**Where the registers sit**

Scale: 2 px per um. Other sequential cells in the stronger grey, the rest of the logic in the fainter grey.
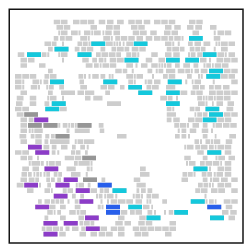
**Routing congestion map**

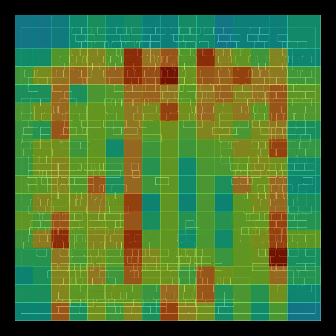
**Metal 3**

Scale: 2 px per um. Cells faint in the background.
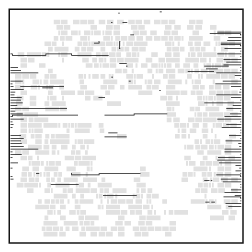
**Clock network drawn from the DEF**

Scale: 3 px per um.
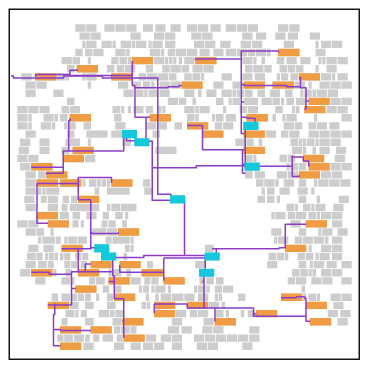
### src/rtl/phy_sched_pkg.sv
// Shared types and constants for the PHY word scheduler.
package phy_sched_pkg;

  localparam int WORD_W = 32;
  localparam logic [1:0] PHASE_LAST = 2'd3;
  localparam logic [WORD_W-1:0] IDLE_WORD_DEFAULT = 32'hBCBC_BCBC;

  typedef enum logic {
    IDLE = 1'b0,
    SEND = 1'b1
  } sched_state_e;

endpackage

### src/rtl/phy_word_scheduler_rr_pick.sv
// Combinational round-robin picker: first asserted request scanning
// cyclically from ptr_i+1, so the last winner has the lowest priority.
module rr_pick #(
  parameter int NUM_REQ = 4,
  parameter int ID_W    = 2
) (
  input  logic [NUM_REQ-1:0] req_i,
  input  logic [ID_W-1:0]    ptr_i,
  output logic               found_o,
  output logic [ID_W-1:0]    idx_o
);

  logic [ID_W:0] cand;

  // Walk offsets 1..NUM_REQ from the pointer; earliest hit wins.
  always_comb begin
    found_o = 1'b0;
    idx_o   = '0;
    cand    = '0;
    for (int k = 1; k <= NUM_REQ; k++) begin
      cand = {1'b0, ptr_i} + (ID_W+1)'(k);
      if (cand >= (ID_W+1)'(NUM_REQ)) begin
        cand = cand - (ID_W+1)'(NUM_REQ);
      end
      if (!found_o && req_i[cand[ID_W-1:0]]) begin
        found_o = 1'b1;
        idx_o   = cand[ID_W-1:0];
      end
    end
  end

endmodule

### src/rtl/phy_word_scheduler.sv
// Round-robin scheduler sharing one 32-to-8 byte serializer between
// NUM_REQ word requesters. Each word is held for four clk_4f cycles and
// the next word loads on the phase==3 edge, so back-to-back words have no gap.
// Optional build macro PHY_SCHED_IDLE_FILL_EN: keep the link busy with
// IDLE_WORD while enabled and no requester is waiting.
module phy_word_scheduler
  import phy_sched_pkg::*;
#(
  parameter int                NUM_REQ   = 4,
  parameter int                ID_W      = 2,
  parameter logic [WORD_W-1:0] IDLE_WORD = IDLE_WORD_DEFAULT
) (
  input  logic                      clk_4f,
  input  logic                      reset,
  input  logic                      sched_en,
  input  logic [NUM_REQ-1:0]        req_valid,
  input  logic [WORD_W*NUM_REQ-1:0] req_data,
  output logic [NUM_REQ-1:0]        req_ack,
  output logic [WORD_W-1:0]         word_out,
  output logic                      word_valid,
  output logic [ID_W-1:0]           grant_id,
  output logic [1:0]                phase,
  output logic [15:0]               words_sent
);

  sched_state_e        state_q, state_d;
  logic [WORD_W-1:0]   word_q, word_d;
  logic                valid_q, valid_d;
  logic [ID_W-1:0]     grant_q, grant_d;
  logic [1:0]          phase_q, phase_d;
  logic [15:0]         cnt_q, cnt_d;
  logic [NUM_REQ-1:0]  ack_q, ack_d;
  logic [ID_W-1:0]     ptr_q, ptr_d;

  logic [WORD_W-1:0]   req_words [NUM_REQ];
  logic                pick_found;
  logic [ID_W-1:0]     pick_idx;
  logic                arb_point;

  genvar gi;
  generate
    for (gi = 0; gi < NUM_REQ; gi++) begin : g_unpack
      assign req_words[gi] = req_data[gi*WORD_W +: WORD_W];
    end
  endgenerate

  rr_pick #(
    .NUM_REQ (NUM_REQ),
    .ID_W    (ID_W)
  ) u_rr_pick (
    .req_i   (req_valid),
    .ptr_i   (ptr_q),
    .found_o (pick_found),
    .idx_o   (pick_idx)
  );

  // Decisions happen every edge while idle, otherwise only on the last byte.
  assign arb_point = (state_q == IDLE) || (phase_q == PHASE_LAST);

  // Next-state: hold the word mid-transfer, arbitrate at word boundaries.
  always_comb begin
    state_d = state_q;
    word_d  = word_q;
    valid_d = valid_q;
    grant_d = grant_q;
    phase_d = phase_q;
    cnt_d   = cnt_q;
    ack_d   = '0;
    ptr_d   = ptr_q;
    if (arb_point) begin
      phase_d = '0;
      if (sched_en && pick_found) begin
        state_d         = SEND;
        word_d          = req_words[pick_idx];
        valid_d         = 1'b1;
        grant_d         = pick_idx;
        ptr_d           = pick_idx;
        ack_d[pick_idx] = 1'b1;
        cnt_d           = cnt_q + 16'd1;
      end
`ifdef PHY_SCHED_IDLE_FILL_EN
      else if (sched_en) begin
        // Fill word: keeps byte alignment, no ack, no count, pointer untouched.
        state_d = SEND;
        word_d  = IDLE_WORD;
        valid_d = 1'b1;
        grant_d = '0;
      end
`endif
      else begin
        state_d = IDLE;
        valid_d = 1'b0;
      end
    end else begin
      phase_d = phase_q + 2'd1;
    end
  end

  // State register; active-low synchronous reset drops any word in flight.
  always_ff @(posedge clk_4f) begin
    if (!reset) begin
      state_q <= IDLE;
      word_q  <= '0;
      valid_q <= 1'b0;
      grant_q <= '0;
      phase_q <= '0;
      cnt_q   <= '0;
      ack_q   <= '0;
      ptr_q   <= ID_W'(NUM_REQ - 1);
    end else begin
      state_q <= state_d;
      word_q  <= word_d;
      valid_q <= valid_d;
      grant_q <= grant_d;
      phase_q <= phase_d;
      cnt_q   <= cnt_d;
      ack_q   <= ack_d;
      ptr_q   <= ptr_d;
    end
  end

  assign req_ack    = ack_q;
  assign word_out   = word_q;
  assign word_valid = valid_q;
  assign grant_id   = grant_q;
  assign phase      = phase_q;
  assign words_sent = cnt_q;

endmodule

### config.mk
export PLATFORM = sky130hd
export DESIGN_NAME = phy_word_scheduler
export DESIGN_NICKNAME = d
export VERILOG_FILES = /design/src/rtl/phy_sched_pkg.sv /design/src/rtl/phy_word_scheduler_rr_pick.sv /design/src/rtl/phy_word_scheduler.sv
export SDC_FILE = /design/constraint.sdc
export NUM_CORES = 1
export LEC_CHECK = 0
export CAP_MARGIN = 5
export CORE_MARGIN = 2
export CORE_UTILIZATION = 30
export CTS_BUF_LIST = sky130_fd_sc_hd__clkbuf_8
export DETAILED_ROUTE_END_ITERATION = 7
export PLACE_DENSITY = 0.73
export SYNTH_ARGS = -nofsm -noshare
export SYNTH_HDL_FRONTEND = slang
export SYNTH_SLANG_ARGS = --single-unit
### constraint.sdc
create_clock -name clk_4f -period 4.65 [get_ports clk_4f]
set_input_delay 0.93 -clock clk_4f [delete_from_list [all_inputs] [get_ports clk_4f]]
set_output_delay 0.93 -clock clk_4f [all_outputs]
set_load 0.05 [all_outputs]
==> flow_metrics.env <==
# flow metrics
export IMPL_crit_path_end_kind="register"
export IMPL_min_period_ns=3.11
export IMPL_synth_seq_cells=59
export IMPL_power_density_mw_per_mm2=264
export IMPL_simple_gate_share_pct=13.2
export IMPL_synth_most_common_cell="inv_1"
export IMPL_clk_latency_ns=0.33
export IMPL_first_pass_iters=4
export IMPL_nMultiInputCombCells=292
export IMPL_stdcell_area_mm2=0.00597
export IMPL_cts_root_buf="clkbuf_8"
export IMPL_first_global_vias=3889
export IMPL_ys_cells=455
export IMPL_yosys_stat_area_mm2=0.00377
export IMPL_r2r_slack_ns=2.31
export IMPL_ys_seq_share_pct=31.3
export IMPL_clock_buffers=11
export IMPL_top_power_group="sequential cells"
export IMPL_async_reset_ff_share_pct=0
export IMPL_initial_core_util_pct=31.0
export IMPL_num_nonclk_inverters=64
export IMPL_reg2reg_to="word_out[10]"
export IMPL_finalMaxSlewViolations=0
export IMPL_combPwrFrac_pct=35.6
export IMPL_cts_resized=0
export IMPL_p_total_mw=1.58
export IMPL_aoi_share_pct=21.6
export IMPL_postCtsSetupRepairBufs=0
export IMPL_rsz0062_at_grt="no"
export IMPL_biggestCellCategory="logic gates"
export IMPL_io_pins=192
export IMPL_yosysTopAreaCell="dfxtp_1"
export IMPL_met1_length_um=5320
export IMPL_met2_length_um=5770
export IMPL_switchingPower_uw=560
export IMPL_outcome="finished, final reports clean"
export IMPL_hp_start="phase[0]"
export IMPL_lay_top_count="clkdlybuf4s50_1"
export IMPL_crit_cells=7
Back to the opening pictures, 'where the registers sit':
cyan -> word_out  # placed flops 32, where all over the die
purple -> words_sent  # placed flops 16, where lower left
blue -> req_ack  # placed flops 4, where bottom centre
not coloured = 7
Core Util, Final: 49.1%
Seq area share: 19.8%
register area: 0.00118 mm^2
seq pwr: 566 uW

Back to the opening pictures, 'routing congestion map':
met1 GRT Util: 21.5%
Total Routing Usage GR: 17.3%

Back to the opening pictures, 'metal 3':
longest straight run = 32.7 um
wire length on this layer = 819 um
vias: 3,895
met3 usage: 4.15%

Back to the opening pictures, 'clock network drawn from the DEF':
cyan -> clock-net drivers  # count 9
purple -> clock wires  # length 972 um
orange -> flip-flops  # count 59
routed clock nets = 10
flops lie = all over the die
clk_skew: 0.00975 ns
Clock net power: 449 uW

Power figures rest on the tool's default switching activity, not on a simulated workload.
